--- config.mk ---
export PLATFORM = sky130hd
export DESIGN_NAME = load_data_aligner
export DESIGN_NICKNAME = d
export VERILOG_FILES = /design/src/rtl/load_data_aligner_pkg.sv /design/src/rtl/load_lane_extend.sv /design/src/rtl/load_data_aligner.sv
export SDC_FILE = /design/constraint.sdc
export NUM_CORES = 1
export LEC_CHECK = 0
export CORE_MARGIN = 8
export CORE_UTILIZATION = 46
export CTS_CLUSTER_SIZE = 28
export DETAILED_ROUTE_END_ITERATION = 10
export PLACE_DENSITY_LB_ADDON = 0.05
export SLEW_MARGIN = 15
export SYNTH_ARGS = -nofsm -noshare
export SYNTH_HDL_FRONTEND = slang
export SYNTH_SLANG_ARGS = --single-unit
--- constraint.sdc ---
create_clock -name clk -period 4.9 [get_ports clk]
set_input_delay 0.98 -clock clk [delete_from_list [all_inputs] [get_ports clk]]
set_output_delay 0.98 -clock clk [all_outputs]
set_load 0.03 [all_outputs]
--- src/rtl/load_data_aligner_pkg.sv ---
// rtl/load_data_aligner_pkg.sv - shared load-path constants, state type and legality helper
package load_data_aligner_pkg;

    localparam logic [6:0] OPCODE_LOAD = 7'b0000011;

    localparam logic [2:0] F3_LB  = 3'b000;
    localparam logic [2:0] F3_LH  = 3'b001;
    localparam logic [2:0] F3_LW  = 3'b010;
    localparam logic [2:0] F3_LBU = 3'b100;
    localparam logic [2:0] F3_LHU = 3'b101;

    typedef enum logic [1:0] {
        ST_IDLE,
        ST_ISSUE,
        ST_WAIT,
        ST_RESP
    } load_state_t;

    // Undefined funct3 encodings and misaligned halfword/word accesses are both errors.
    function automatic logic load_illegal(input logic [2:0] funct3, input logic [1:0] lane);
        case (funct3)
            F3_LB, F3_LBU: load_illegal = 1'b0;
            F3_LH, F3_LHU: load_illegal = lane[0];
            F3_LW:         load_illegal = |lane;
            default:       load_illegal = 1'b1;
        endcase
    endfunction

endpackage

--- src/rtl/load_lane_extend.sv ---
// rtl/load_lane_extend.sv - byte/halfword lane select with sign or zero extension
module load_lane_extend
    import load_data_aligner_pkg::*;
(
    input  logic [31:0] word,
    input  logic [1:0]  lane,
    input  logic [2:0]  funct3,
    output logic [31:0] result,
    output logic        illegal
);

    logic [7:0]  byte_sel;
    logic [15:0] half_sel;

    always_comb begin
        illegal = load_illegal(funct3, lane);

        case (lane)
            2'd0:    byte_sel = word[7:0];
            2'd1:    byte_sel = word[15:8];
            2'd2:    byte_sel = word[23:16];
            default: byte_sel = word[31:24];
        endcase

        half_sel = lane[1] ? word[31:16] : word[15:0];

        result = '0;
        if (!illegal) begin
            case (funct3)
                F3_LB:   result = {{24{byte_sel[7]}}, byte_sel};
                F3_LH:   result = {{16{half_sel[15]}}, half_sel};
                F3_LW:   result = word;
                F3_LBU:  result = {24'd0, byte_sel};
                F3_LHU:  result = {16'd0, half_sel};
                default: result = '0;
            endcase
        end
    end

endmodule

--- src/rtl/load_data_aligner.sv ---
// rtl/load_data_aligner.sv - load request to word read, lane extract/extend, result or error
// Optional WAIT-state timeout enabled by defining LOAD_TIMEOUT_EN.
module load_data_aligner
    import load_data_aligner_pkg::*;
#(
    parameter int ADDR_W         = 32,
    parameter int TIMEOUT_CYCLES = 256
) (
    input  logic              clk,
    input  logic              rst_n,
    input  logic              req_valid,
    output logic              req_ready,
    input  logic [ADDR_W-1:0] req_addr,
    input  logic [2:0]        req_funct3,
    output logic              mem_req_valid,
    input  logic              mem_req_ready,
    output logic [ADDR_W-1:0] mem_addr,
    input  logic              mem_rsp_valid,
    input  logic [31:0]       mem_rsp_data,
    output logic              rsp_valid,
    output logic [31:0]       rsp_data,
    output logic              rsp_err,
    output logic              busy
);

    load_state_t       state_q;
    load_state_t       state_d;
    logic [ADDR_W-1:0] addr_q;
    logic [2:0]        funct3_q;
    logic              accept;
    logic              take_rsp;
    logic              req_bad;
    logic              timeout_hit;
    logic [31:0]       ext_data;
    logic              ext_illegal;

    assign req_bad  = load_illegal(req_funct3, req_addr[1:0]);
    assign mem_addr = {addr_q[ADDR_W-1:2], 2'b00};

    load_lane_extend u_extend (
        .word    (mem_rsp_data),
        .lane    (addr_q[1:0]),
        .funct3  (funct3_q),
        .result  (ext_data),
        .illegal (ext_illegal)
    );

`ifdef LOAD_TIMEOUT_EN
    localparam int TO_W = $clog2(TIMEOUT_CYCLES + 1);
    logic [TO_W-1:0] to_cnt_q;

    always_ff @(posedge clk) begin
        if (!rst_n) begin
            to_cnt_q <= '0;
        end else if (state_q == ST_ISSUE && mem_req_ready) begin
            to_cnt_q <= '0;
        end else if (state_q == ST_WAIT) begin
            to_cnt_q <= to_cnt_q + TO_W'(1);
        end
    end

    // A response in the final WAIT cycle takes priority over the timeout.
    assign timeout_hit = (state_q == ST_WAIT) && !mem_rsp_valid &&
                         (to_cnt_q == TO_W'(TIMEOUT_CYCLES - 1));
`else
    logic unused_timeout;
    assign unused_timeout = ^TIMEOUT_CYCLES;
    assign timeout_hit    = 1'b0;
`endif

    always_ff @(posedge clk) begin
        if (!rst_n) begin
            state_q <= ST_IDLE;
        end else begin
            state_q <= state_d;
        end
    end

    always_comb begin
        state_d       = state_q;
        req_ready     = 1'b0;
        mem_req_valid = 1'b0;
        rsp_valid     = 1'b0;
        busy          = 1'b1;
        accept        = 1'b0;
        take_rsp      = 1'b0;
        case (state_q)
            ST_IDLE: begin
                req_ready = 1'b1;
                busy      = 1'b0;
                if (req_valid) begin
                    accept  = 1'b1;
                    state_d = req_bad ? ST_RESP : ST_ISSUE;
                end
            end
            ST_ISSUE: begin
                mem_req_valid = 1'b1;
                if (mem_req_ready) begin
                    state_d = ST_WAIT;
                end
            end
            ST_WAIT: begin
                if (mem_rsp_valid) begin
                    take_rsp = 1'b1;
                    state_d  = ST_RESP;
                end else if (timeout_hit) begin
                    state_d = ST_RESP;
                end
            end
            default: begin
                rsp_valid = 1'b1;
                state_d   = ST_IDLE;
            end
        endcase
    end

    // Result registers are written only on entry to RESP and hold until the next one.
    always_ff @(posedge clk) begin
        if (!rst_n) begin
            addr_q   <= '0;
            funct3_q <= '0;
            rsp_data <= '0;
            rsp_err  <= 1'b0;
        end else begin
            if (accept) begin
                addr_q   <= req_addr;
                funct3_q <= req_funct3;
                if (req_bad) begin
                    rsp_data <= '0;
                    rsp_err  <= 1'b1;
                end
            end
            if (take_rsp) begin
                rsp_data <= ext_data;
                rsp_err  <= ext_illegal;
            end else if (timeout_hit) begin
                rsp_data <= '0;
                rsp_err  <= 1'b1;
            end
        end
    end

endmodule

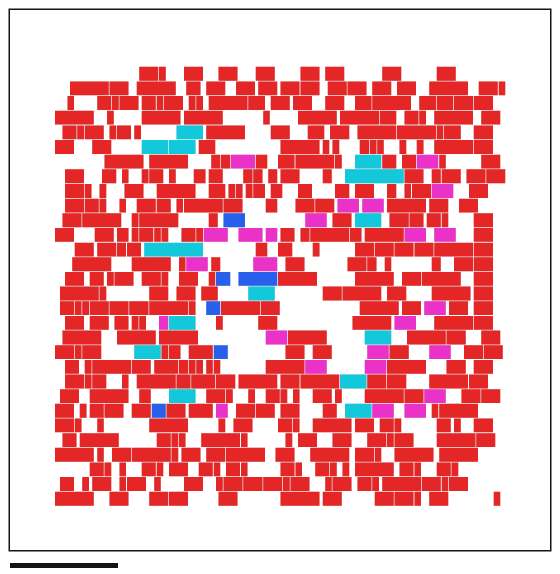
**Above:** cells by drive strength.
Scale bar: 20 um.
Key: _3 and _4 cells = blue [cells 6, most used buf_4]; _0 and _1 cells = red [cells 417, most used clkdlybuf4s50_1]; _6 and larger = cyan [cells 14, most used clkbuf_8]; _2 cells = magenta [cells 25, most used a221o_2]

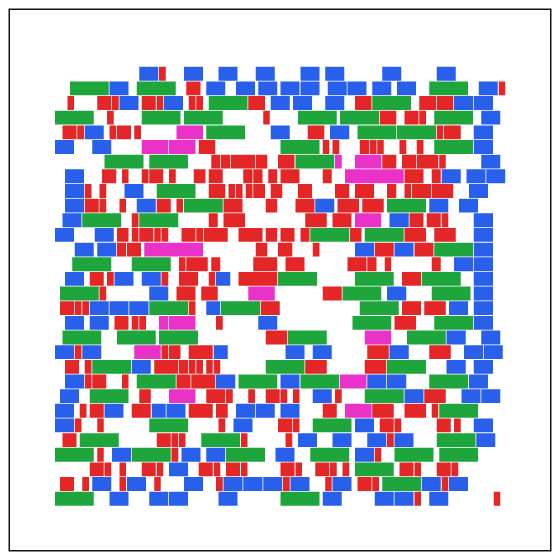
**Above:** placed cells, one color a class.
Key: sequential cells = green [cells 70, share of their area 31%]; remaining buffers and delay cells = blue [cells 142, share of their area 31%]; combinational and other logic = red [cells 234, share of their area 33%]; clock drivers and dummy loads = magenta [cells 16, share of their area 5.1%]
Final Cell Area: 4671 um2
Seq area share: 30.00%

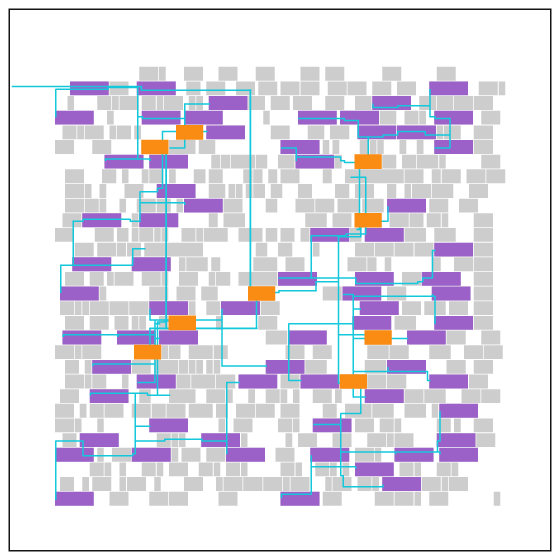
**Above:** routed clock nets over the placement.
Key: clock wires = cyan [length 914 um]; flip-flops = purple [count 70]; clock drivers = orange [count 9]
Position of the flops: spread over the die.
clock group power: 539 uW
Clk Latency, worst-skew pair: 330 ps
clock skew: 7.538 ps

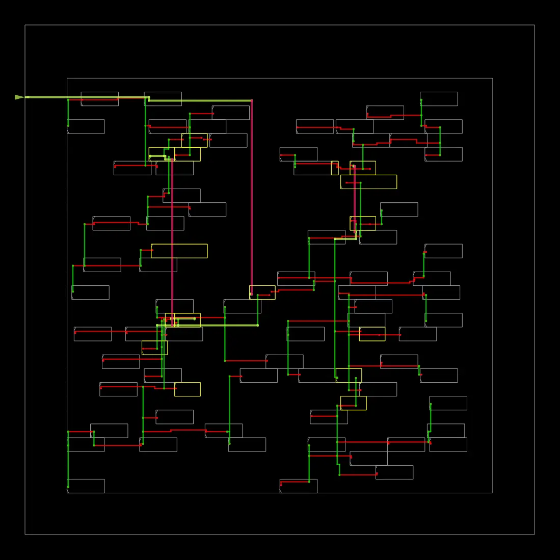
**Above:** clock nets.
Num Clock Sinks: 70
flop count: 70
# clk buffers: 13
number of CTS-inserted buffers: 9

==> job_summary.md <==
## Synthesis and layout report

| Metric | Value |
|---|---|
| Met1 Use GR | `21.60%` |
| H-tree levels | `3` |
| # DRC | `0` |
| Delay of the slowest critical-path stage | `680 ps` |
| Ant. Diodes | `0` |
| Critical-path top delay cell | `clkdlybuf4s50_1` |
| Sequential Power | `717 uW` |
| Chip area | `10050 um2` |
| Wire length on met3 | `871 um` |
| Top-area cell type share of the netlist area | `42.94%` |
| Vias in the first global route | `2909` |
| Initial Util | `47.77%` |
| Max_cap viols | `0` |
| Top cells by count | `nand2_1 (81), dfxtp_1 (70), a21boi_0 (35), buf_4 (35), clkbuf_1 (15)` |
| CTS tree | `done` |
| Gr usage total | `18.39%` |
| Simple share | `15.30%` |
| CP startpoint | `state_q[0]` |
| Overall routed net length | `9399 um` |
| Main flop type | `dfxtp_1` |
| P&R area growth vs syn | `43.14%` |
| Worst Path Required | `3920 ps` |
| Die y size | `100.2 um` |
| Crit path kind | `reg2out` |
| Reg2reg start | `funct3_q[1]` |
| Clock buffer depth | `2` |
| DR top layer | `met4` |
| Max Freq | `350.3 MHz` |
| Gate Count Post-Synth | `360` |
| Final core occ | `68.37%` |
| Top Layout Cells | `clkdlybuf4s50_1 (138), nand2_1 (81), dfxtp_1 (70)` |
| Logic gate fraction of the total cell area | `31.64%` |
| Most used cell, CP | `inv_1` |
| Yosys cell types | `43` |
| Non-clock buffer share | `30.22%` |
| Die X | `100.2 um` |
| Post-DP HPWL | `6822 um` |
| Gate power share | `38.6%` |
| Worst R2R Path Depth | `3` |
| Routed met2 length | `4402 um` |
| DRT antenna net count | `0` |
| First-pass GRT wire length | `14770 um` |
| Regs by FF count | `addr_q (32), rsp_data (32), funct3_q (3)` |
| Mapped Area | `3263 um2` |
| Met2 GRT Util | `29.79%` |
| Worst Hold End | `addr_q[21]` |
| Largest cells by area | `dfxtp_1 (43%), nand2_1 (9.3%), a21boi_0 (8.1%)` |
| Internal power | `1.315 mW` |
| DP Cell Count | `542` |
| Status | `completed` |
| Relative slew slack | `26.10%` |
| Cts repair resizes | `0` |
| Fillers | `574` |
| NumNets Final | `533` |
| Switching portion of total power | `35.67%` |
| Register area share after synthesis | `42.94%` |
| Stage-log warning count | `29` |
| Initial DRC count | `158` |
| Grt total ovfl | `0` |
| Clk pwr share | `26.3%` |
| Placement Cell Area | `4436 um2` |
| Worst Hold Depth | `2` |
| CP Buf/Inv Count | `3` |
| Io pins | `141` |
| Cell Chain, Critical Path | `inv_1, ha_1, inv_1, clkdlybuf4s50_1` |
| Yosys cell count | `360` |
| Reg2reg end | `rsp_data[27]` |
| Fraction of registers with async set/reset | `0%` |
| Reg2Reg Setup Slack | `2410 ps` |
| Clock-pin slew on the worst setup and hold paths | `70 ps` |
| CP top delay family | `buffers and inverters` |
| Worst VDD drop | `0.2766 mV` |
| Flop pwr share | `35.1%` |
| Num rows | `30` |
| Worst Max-Slew Pin Slew | `1106 ps` |
Power figures rest on the tool's default switching activity, not on a simulated workload.
